===== src/rtl/reg_pkg.sv =====
// Shared types and widths for the register-file writeback path.
package reg_pkg;

  localparam int unsigned DATA_W   = 32;
  localparam int unsigned ADDR_W   = 3;
  localparam int unsigned NUM_REGS = 8;

  localparam logic [ADDR_W-1:0] ZERO_REG = ADDR_W'(7);

  typedef enum logic {
    PRIO_A = 1'b0,
    PRIO_B = 1'b1
  } prio_e;

  typedef struct packed {
    logic              valid;
    logic [ADDR_W-1:0] addr;
    logic [DATA_W-1:0] data;
  } wb_req_t;

endpackage


===== src/rtl/rr_arb2.sv =====
// Two-input round-robin arbiter; prio names the side favoured on contention.
module rr_arb2
  import reg_pkg::*;
(
  input  logic       clk,
  input  logic       reset_n,
  input  logic [1:0] req,
  input  logic       en,
  output logic [1:0] gnt
);

  prio_e prio_q;
  prio_e prio_d;

  always_ff @(posedge clk or negedge reset_n) begin
    if (!reset_n) begin
      prio_q <= PRIO_A;
    end else begin
      prio_q <= prio_d;
    end
  end

  // The side just served always loses priority to the other one.
  always_comb begin
    gnt    = 2'b00;
    prio_d = prio_q;
    if (en) begin
      unique case (req)
        2'b11:   gnt = (prio_q == PRIO_A) ? 2'b01 : 2'b10;
        2'b01:   gnt = 2'b01;
        2'b10:   gnt = 2'b10;
        default: gnt = 2'b00;
      endcase
      if (gnt[0]) begin
        prio_d = PRIO_B;
      end else if (gnt[1]) begin
        prio_d = PRIO_A;
      end
    end
  end

endmodule


===== src/rtl/reg_wb_arbiter.sv =====
// Writeback arbiter for the register file write port; R7 writes are dropped.
// Optional operand bypass of the in-flight write: define WB_FWD_EN.
module reg_wb_arbiter
  import reg_pkg::*;
#(
  parameter int unsigned DATA_W = reg_pkg::DATA_W,
  parameter int unsigned ADDR_W = reg_pkg::ADDR_W
) (
  input  logic              clk,
  input  logic              reset_n,
  input  logic              a_valid,
  input  logic [ADDR_W-1:0] a_addr,
  input  logic [DATA_W-1:0] a_data,
  output logic              a_ready,
  input  logic              b_valid,
  input  logic [ADDR_W-1:0] b_addr,
  input  logic [DATA_W-1:0] b_data,
  output logic              b_ready,
  input  logic              hold,
  output logic [ADDR_W-1:0] write_addr,
  output logic [DATA_W-1:0] write_value,
  output logic              write_enable,
  input  logic [ADDR_W-1:0] read_addr1,
  input  logic [ADDR_W-1:0] read_addr2,
  input  logic [DATA_W-1:0] rf_value1,
  input  logic [DATA_W-1:0] rf_value2,
  output logic [DATA_W-1:0] op_value1,
  output logic [DATA_W-1:0] op_value2
);

  wb_req_t    a_req;
  wb_req_t    b_req;
  wb_req_t    sel_req;
  logic [1:0] gnt;

  assign a_req = '{valid: a_valid, addr: a_addr, data: a_data};
  assign b_req = '{valid: b_valid, addr: b_addr, data: b_data};

  // Grants are gated by reset so neither producer sees ready while in reset.
  rr_arb2 u_arb (
    .clk     (clk),
    .reset_n (reset_n),
    .req     ({b_req.valid, a_req.valid}),
    .en      (~hold & reset_n),
    .gnt     (gnt)
  );

  assign a_ready = gnt[0];
  assign b_ready = gnt[1];

  always_comb begin
    sel_req       = gnt[1] ? b_req : a_req;
    sel_req.valid = |gnt;
  end

  always_ff @(posedge clk or negedge reset_n) begin
    if (!reset_n) begin
      write_enable <= 1'b0;
      write_addr   <= '0;
      write_value  <= '0;
    end else begin
      write_enable <= sel_req.valid && (sel_req.addr != ZERO_REG);
      if (sel_req.valid) begin
        write_addr  <= sel_req.addr;
        write_value <= sel_req.data;
      end
    end
  end

`ifdef WB_FWD_EN
  // R7 never matches here because its write_enable is never set.
  assign op_value1 = (write_enable && (write_addr == read_addr1)) ? write_value : rf_value1;
  assign op_value2 = (write_enable && (write_addr == read_addr2)) ? write_value : rf_value2;
`else
  logic unused_read_addr;
  assign unused_read_addr = ^{read_addr1, read_addr2};
  assign op_value1 = rf_value1;
  assign op_value2 = rf_value2;
`endif

endmodule

===== config.mk =====
export PLATFORM = sky130hd
export DESIGN_NAME = reg_wb_arbiter
export DESIGN_NICKNAME = d
export VERILOG_FILES = /design/src/rtl/reg_pkg.sv /design/src/rtl/rr_arb2.sv /design/src/rtl/reg_wb_arbiter.sv
export SDC_FILE = /design/constraint.sdc
export NUM_CORES = 1
export LEC_CHECK = 0
export ABC_AREA = 1
export CORE_AREA = 8 8 101 103
export CTS_CLUSTER_DIAMETER = 80
export DETAILED_ROUTE_END_ITERATION = 12
export DIE_AREA = 0 0 109 111
export PLACE_DENSITY = 0.81
export SLEW_MARGIN = 20
export SYNTH_ARGS = -nofsm -noshare
export SYNTH_HDL_FRONTEND = slang
export SYNTH_SLANG_ARGS = --single-unit

===== constraint.sdc =====
create_clock -name clk -period 1.49 [get_ports clk]
set_input_delay 0.2235 -clock clk [delete_from_list [all_inputs] [get_ports clk]]
set_output_delay 0.2235 -clock clk [all_outputs]
set_load 0.02 [all_outputs]

==> results.cfg, run 1 <==
; implementation run metrics
[global_routing]
grt_usage_pct = 11.86
antenna_found_initial = 0
busiest_layer = met2
grt_overflow = 0

[critical_path]
reg2regPathDepth = 6
crit_fanout = 1
reg2reg_setup_slack_ns = 0.20
critPathSlowestCell = clkdlybuf4s50_1
slowest_delay_ns = 0.62
crit_required_ns = 1.27
r2r-start = u_arb.prio_q
path_delay_family = buffers and inverters

[timing]
fin_tns_setup_ns = 0
tightest_slew_ns = 0.4826
whs_ns = 0.02160
finalHoldViolations = 0
fin_skew_ns = 0.008617
rsz0062_at_grt = true
worst_slack_ns = 0.02958
setup_violations = 0
period_minus_slack_ns = 1.460
slew_headroom_pct = 67.83

[clock_network]
cts_num_sinks = 37
cts_buffer_depth = 2
insertion_delay_ns = 0.29
cts-root-buf = clkbuf_8
numCtsBuffers = 5
clkSlewWorstSetupHoldPaths_ns = 0.08
post_cts_buffers = 0

[yosys]
flop_cell = dfrtp_1
async_flop_share_pct = 100.0
syn-cell-area_um2 = 2620
ys.flops = 37
synth_nets = 488
xor_area_share_pct = 0
netlist.area_leader.share_pct = 35.34
synth.area.top_cells = dfrtp_1 35%, buf_4 19%, nand3_1 13%, nand2_1 11%, inv_1 5.3%
top_cells_by_count = 74 x nand2_1, 68 x buf_4, 68 x nand3_1

[route]
wl_met1_um = 2696
ant_nets = 0
dr.max_layer_used = met4
wl_met2_um = 3568
first_iter_violations = 60
drt-total-wl_um = 7064
route.met3.wl_um = 619

[power]
p_leak_uw = 0.001674
p_sw_uw = 1072
largestPowerGroup = registers
vdd_drop_max_mv = 0.2995
combPwrFrac_pct = 38.2
p_sw_share_pct = 33.53
powerDensity_nw_per_um2 = 941.6
clkPwrFrac_pct = 22.3
pg_clk_uw = 714

[final_layout]
clkbuf_count = 7
fin_nets = 535
final_cell_mix = 75 x clkdlybuf4s50_1, 73 x nand2_1, 68 x nand3_1
diodes = 0
comb_share_pct = 27.19
ff_latch_area_um2 = 925.9
areaGrowthSynthToFinish_pct = 29.61
drive_gt1_share_pct = 7.436
final_common_cell = clkdlybuf4s50_1
clock_area_share_pct = 2.542

[placement]
portBuffers = 112
gp_congestion = 0.7276
dp_hpwl_um = 5505

[floorplanning]
boundaryPins = 247
fp_util_pct = 30.64

[job]
cap_violations = 0
warning_count = 33

[status]
status = finished clean
run 1: how the worst max path moves through the flow:
stage	to	slack, ns	startpoint	cells past startpoint
3_3_place_gp	b_ready	-0.51	b_valid	6
2_1_floorplan	b_ready	0.18	hold	6
6_report	write_enable	0.03	write_enable	1
5_1_grt	write_value[6]	0.002	write_value[6]	1
3_5_place_dp	b_ready	-0.55	b_valid	6
4_1_cts	write_value[16]	0.0003	write_value[16]	1
run 1: registers in the layout, summed over array words and instances, names as in the netlist:
| name | cells |
|---|---|
| write_value | 32 |
| write_addr | 3 |
| u_arb.prio_q | 1 |
| write_enable | 1 |
run 1: cell families after synthesis:
family	count (synthesis)
buffers and inverters	119
and+or+nand+nor	183
AOI/OAI and AO/OA	4
DFF	37
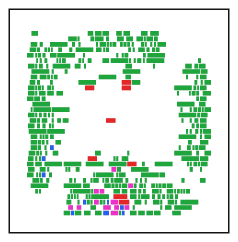
(run_1/drive_strength.png)
Drawn at 2 px/µm.
- drive 3 to 4: magenta (cells 12; share 3.1%; most used buf_4)
- drive 6 and up: red (cells 8; share 2.1%; most used clkbuf_8)
- drive 2: blue (cells 9; share 2.3%; most used or2_2)
- drive 1 or less: green (cells 361; share 93%; most used clkdlybuf4s50_1)

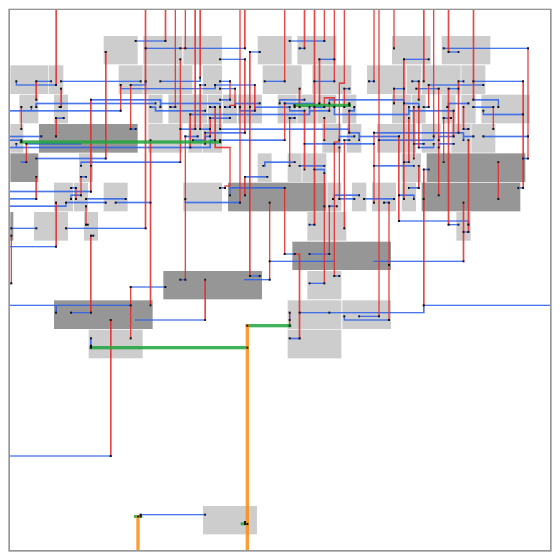
(run_1/zoom.png)
Window x 30 to 80, y 53 to 103 µm. Cells in grey, sequential cells in the stronger grey; small squares are vias.
- met3: green
- met2: red
- met1: blue
- met4: orange
- sequential cells in the window: 7
- most frequent: nand2_1 (14), nand3_1 (13), clkdlybuf4s50_1 (12)
- cells with their middle in the window: 74
- netlist names of flops here include: `write_value` (7)

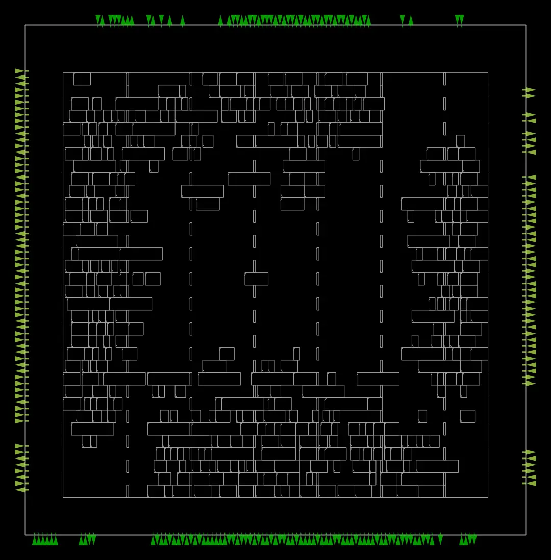
(run_1/final_placement.png)
final core occ: 39.71%
Layout Cells excl Fill: 498
FP Rows: 34
# Taps: 108
Flops: 37

==> run_1/wire_density.png <==
Drawn at 3 px/µm. 22 x 22 tiles, from dark purple (low) to yellow (high), scaled to the fullest tile. Values are wire area over tile area, all layers added.
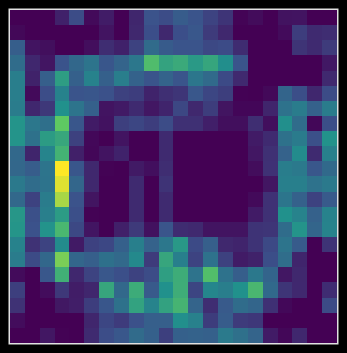

==> run 2, diff against run 1 <==
--- a/config.mk
+++ b/config.mk
@@ -6,12 +6,13 @@
 export NUM_CORES = 1
 export LEC_CHECK = 0
 export ABC_AREA = 1
-export CORE_AREA = 8 8 101 103
+export CORE_AREA = 8 8 98 100
 export CTS_CLUSTER_DIAMETER = 80
 export DETAILED_ROUTE_END_ITERATION = 12
-export DIE_AREA = 0 0 109 111
-export PLACE_DENSITY = 0.81
+export DIE_AREA = 0 0 106 108
+export PLACE_DENSITY = 0.82
 export SLEW_MARGIN = 20
 export SYNTH_ARGS = -nofsm -noshare
 export SYNTH_HDL_FRONTEND = slang
+export SYNTH_HIERARCHICAL = 1
 export SYNTH_SLANG_ARGS = --single-unit
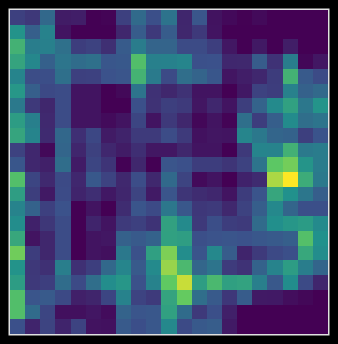
(run_2/wire_density.png)
Drawn at 3 px/µm. 21 x 22 tiles, from dark purple (low) to yellow (high), scaled to the fullest tile. Values are wire area over tile area, all layers added.
- fullest tile: 0.48
- mean over tiles: 0.12
- densest ninth of the die: bottom middle
- tiles over half the peak: 11%
- nearly empty tiles: 11%

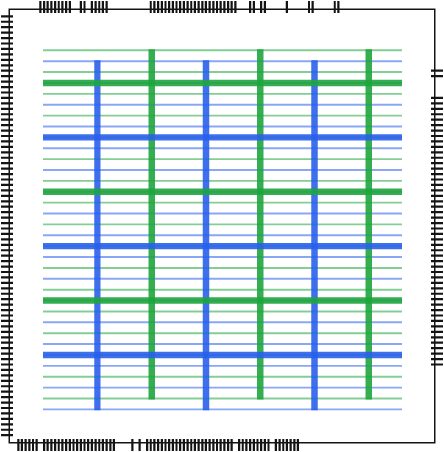
(run_2/pdn.png)
Drawn at 4 px/µm. Pins as bars on the die edge.
- VDD: green
- VSS: blue
- rows: 33
- signal pins: 247

==> results.cfg, run 2 <==
; implementation run metrics
[status]
status = finished clean

[clock_network]
numCtsBuffers = 5
clkSlewWorstSetupHoldPaths_ns = 0.08
cts_buffer_depth = 2
insertion_delay_ns = 0.28
cts-root-buf = clkbuf_8

[power]
combPwrFrac_pct = 34.6
powerDensity_nw_per_um2 = 1092
largestPowerGroup = registers
vdd_drop_max_mv = 0.4172
p_sw_uw = 1199

[critical_path]
reg2reg_setup_slack_ns = 0.08
crit_required_ns = 1.27
critPathSlowestCell = clkdlybuf4s50_1
crit_fanout = 1
path_delay_family = buffers and inverters
reg2regPathDepth = 8
r2r-start = u_arb/prio_q
slowest_delay_ns = 0.61
critPathLaunch = write_enable
path_depth = 1

[timing]
fin_skew_ns = 0.007431
worst_slack_ns = 0.04843
fin_tns_setup_ns = 0
setup_violations = 0
whs_ns = 0.03190
period_minus_slack_ns = 1.442
rsz0062_at_grt = false

[final_layout]
top_register = write_value
areaGrowthSynthToFinish_pct = 47.31
diodes = 0
post-route-util_pct = 41.76
final_common_cell = nand2_1
ff_latch_area_um2 = 925.9
fin_cells = 444
reg_top3 = write_value (32), write_addr (3)
drive_gt1_share_pct = 21.53
fin_nets = 483

[route]
wl_met2_um = 4295
ant_nets = 0
drt-total-wl_um = 8163
dr.max_layer_used = met4
first_iter_violations = 57
wl_met1_um = 2936

[yosys]
ys.flops = 37
top_cells_by_count = 76 x nand2_1, 65 x buf_4, 37 x dfrtp_1
synth.area.top_cells = dfrtp_1 41%, buf_4 21%, nand2_1 13%, nand2_2 8.8%, nand3_1 7.9%
flop_cell = dfrtp_1
netlist.area_leader.share_pct = 40.57

[placement]
gp_congestion = 0.7153
dp_hpwl_um = 5828

[global_routing]
grt_overflow = 0
busiest_layer = met2
antenna_found_initial = 0

[floorplanning]
num_rows = 33
boundaryPins = 247

[job]
warning_count = 32
cap_violations = 0
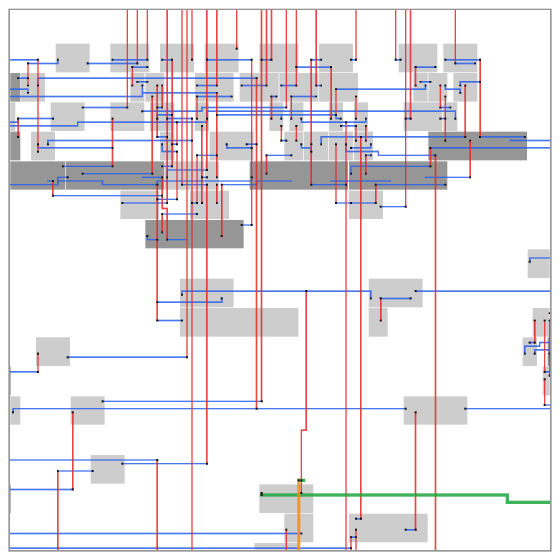
(run_2/zoom.png)
Window x 28 to 78, y 51 to 101 µm. Cells in grey, sequential cells in the stronger grey; small squares are vias.

==> run 2: what timing repair did <==
item,in CTS,in global routing
gates resized,58,7
gates cloned,5,0
buffers inserted,7,1
pin swaps,5,2
endpoints found under the setup margin,71,30
==> run 2: layout make-up <==
| type | instances | share of cell area (%) |
|---|---|---|
| Timing Repair Buffer | 127 | 37.70 |
| Sequential cell | 37 | 27.54 |
| Timing Repair inverter | 3 | 1.340 |
| Clock inverter | 3 | 1.935 |
| Tap cell | 105 | 3.908 |
| Multi-Input combinational cell | 156 | 23.78 |
| Inverter | 8 | 1.749 |
| Clock buffer | 5 | 2.047 |
==> run 2: cell families after synthesis <==
kind of cell | count (synthesis) | synth area share, %
simple gates | 153 | 32.40
buf+inv | 82 | 26.81
flops | 37 | 40.57
compound gates | 1 | 0.2191
